==> config.mk <==
export PLATFORM = sky130hd
export DESIGN_NAME = prio_scan_encoder
export DESIGN_NICKNAME = d
export VERILOG_FILES = /design/src/rtl/prio_scan_encoder.sv
export SDC_FILE = /design/constraint.sdc
export NUM_CORES = 1
export LEC_CHECK = 0
export CAP_MARGIN = 25
export CORE_MARGIN = 1
export CORE_UTILIZATION = 48
export DETAILED_ROUTE_END_ITERATION = 10
export PLACE_DENSITY = 0.78
export SLEW_MARGIN = 30
export SYNTH_ARGS = -nofsm -noshare
export SYNTH_HDL_FRONTEND = slang
export SYNTH_SLANG_ARGS = --single-unit
==> constraint.sdc <==
create_clock -name clk -period 2.8 [get_ports clk]
set_input_delay 0.56 -clock clk [delete_from_list [all_inputs] [get_ports clk]]
set_output_delay 0.56 -clock clk [all_outputs]
set_load 0.005 [all_outputs]
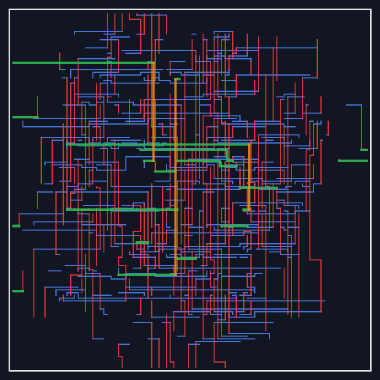
Fig. 1. Wiring by layer.
Drawn at 8 px/um.
- metal 2: red (wire length 1170 um)
- metal 1: blue (wire length 1030 um)
- metal 3: green (wire length 107 um)
- metal 4: orange (wire length 44.9 um)
Via Count: 923
post-DR wirelength/cell: 14.9 um
Routed WL: 2.35 mm

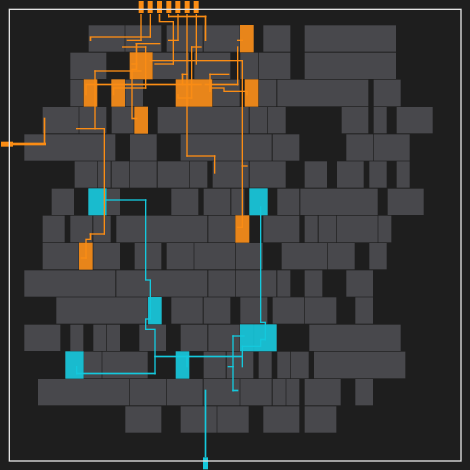
Fig. 2. Nets reached from selected ports.
Drawn at 10 px/um.
- `out_ready`: cyan (bits 1; direction input; edge bottom; end cells 7; buffers 2; wire 74.7 um)
- `in_vec`: orange (bits 8; direction input; edge 7 top, 1 left; end cells 10; buffers 8; wire 173 um)
io pins: 22
Port-buffer cells: 21

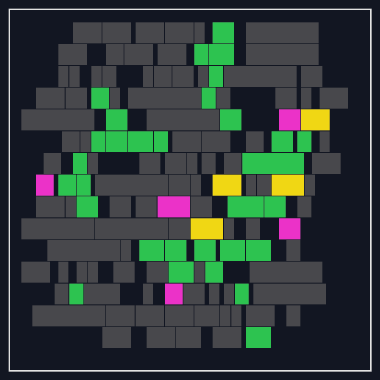
Fig. 3. Gate families picked out.
Drawn at 8 px/um.
- inverting AOI/OAI gates: green (cells 31)
- AND-OR and OR-AND gates: yellow (cells 4)
- AND and OR gates: magenta (cells 5)
Final Non-Filler Cells: 158
logic share of the area: 41.9%
most numerous logic cell after layout: clkdlybuf4s50_1

==> results.sh <==
# flow metrics
export IMPL_power_clock_mw=0.120
export IMPL_synthToLayoutAreaGrowth_pct=34.9
export IMPL_pwr_share_clk_pct=9.1
export IMPL_cts_root_buf="clkbuf_4"
export IMPL_flop_cell="dfrtp_1"
export IMPL_setup_slack_ns=0.0945
export IMPL_fin_nets=147
export IMPL_grt_pass1_wl_mm=3.77
export IMPL_fp_util_pct=51.4
export IMPL_post_cts_setup_buffers=2
export IMPL_wl_met3_um=107
export IMPL_synth_edff_count=0
export IMPL_critical_path_top_delay_family="simple AND/OR/NAND/NOR gates"
export IMPL_path_max_fanout=4
export IMPL_synth_top_cell_by_count="nand2_1"
export IMPL_worstMarginPinSlew_ns=0.515
export IMPL_clock_sinks=13
export IMPL_final_cell_mix="clkdlybuf4s50_1 (20), nand2_1 (16), dfrtp_1 (13)"
export IMPL_grt_usage_pct=26.4
export IMPL_final_area_um2=1200
export IMPL_antenna_found_initial=0
export IMPL_core_area_um2=1730
export IMPL_cp_cell_sequence="or4_4 > o31ai_4 > a31oi_2 > inv_1 > clkdlybuf4s50_1"
export IMPL_place_area_um2=1140
export IMPL_grt_use_met2_pct=38.8
export IMPL_fin_setup_tns_ns=0
export IMPL_drtAntennaViolNets=0
export IMPL_post_place_cells=152
export IMPL_max_freq_mhz=370
export IMPL_drive_gt1_share_pct=16.5
export IMPL_p_comb_mw=0.871
export IMPL_yosys_top_cells_count="nand2_1 (16), dfrtp_1 (13), o21ai_0 (9)"
export IMPL_clock_latency_late_pin_ns=0.28
export IMPL_status="finished clean"
export IMPL_cts_hold_buf=0
export IMPL_ys_ff=13
export IMPL_cpPeakStageDelay_ns=0.59
export IMPL_top_cells_by_area="dfrtp_1 (37%), nand2_1 (6.8%), o21ai_0 (5.1%)"
export IMPL_die_h_um=45.0
export IMPL_hold_path_class="register to register"
export IMPL_reg2reg_slack_ns=0.79
export IMPL_hpwl_mm=1.68
export IMPL_route_detailed_drc=0
export IMPL_combinationalPowerShare_pct=65.9
export IMPL_drv_slew=0
export IMPL_grt_util_met1_pct=36.8
export IMPL_syn_area_um2=888
export IMPL_power_mw=1.32
export IMPL_critPathBufInv=2
export IMPL_num_rows=15
export IMPL_internal_power_mw=0.770
export IMPL_p_seq_mw=0.331
export IMPL_crit_cells=5
export IMPL_rr_worst_depth=5
export IMPL_drtIter0Drc=33
export IMPL_ys_seq_share_pct=36.6
export IMPL_path_class="register to primary output"
export IMPL_final_setup_skew_ns=0.00261
export IMPL_fp_nets=118
export IMPL_layout_worst_path_cycle_share_pct=96.6
export IMPL_grt_overflow=0
export IMPL_clk_pin_slew_ns=0.08
export IMPL_cp_arrival_ns=2.15
export IMPL_syn_avg_cell_area_um2=8.46
export IMPL_use_met3_pct=6.00
export IMPL_p_sw_share_pct=41.8
export IMPL_wl_met1_mm=1.03
export IMPL_dieWidth_um=45.0
export IMPL_p_switching_mw=0.552
export IMPL_min_path_cells=2
export IMPL_ys_chip_area_um2=888
export IMPL_p_leak_nw=0.501
export IMPL_largest_reg_flops=8
export IMPL_grt_max_degree=16
export IMPL_synth_stat_cells=105
export IMPL_post_cts_resized=1
export IMPL_async_flop_share_pct=100
export IMPL_synthDistinctLibCells=37
export IMPL_critPathRequiredTime_ns=2.24
export IMPL_slew_headroom_pct=65.6
export IMPL_yosysWarnings=0
export IMPL_cp_slowest_cell="or4_4"
export IMPL_synth_cells=105
export IMPL_grt_pass1_vias=808
export IMPL_synth_top_area_share_pct=36.6
export IMPL_vdd_ir_drop_max_uv=611
export IMPL_gp_congestion=0.841
export IMPL_dr_max_layer_used="met4"
export IMPL_power_density_nw_per_um2=1100
export IMPL_warnings=26
export IMPL_finalSetupViolations=0
export IMPL_pre_cts_slack_ns=0.163
export IMPL_cts_buffer_depth=2
export IMPL_seq_power_share_pct=25.0
export IMPL_post_route_util_pct=69.4
export IMPL_min_period_ns=2.71
export IMPL_cts_buffers=3
export IMPL_whs_ns=0.523
export IMPL_maxCapViolations=0
-- area by class of cell --
class	count	area (um^2)
Fill cell	148	528
Inverter	6	22.5
Sequential cell	13	325
Timing Repair Buffer	32	292
Tap cell	25	31.3
Multi-Input combinational cell	78	502
Clock buffer	4	26.3
-- logic make-up after synthesis --
logic type               count (synthesis)  share of synthesized area (%)
adder cells (fa/ha/maj)                  2                           2.54
AND/OR/NAND/NOR                         40                           22.1
AND-OR/OR-AND                           35                           28.9
XOR/XNOR                                 1                          0.986
buffers and inverters                   14                           8.87
flip-flops                              13                           36.6
-- worst min-delay path, delay by kind of cell (launching register included) --
family / cells / cell delay, ns
flops: 1 / 0.37
simple gates: 1 / 0.05
compound gates: 1 / 0.07
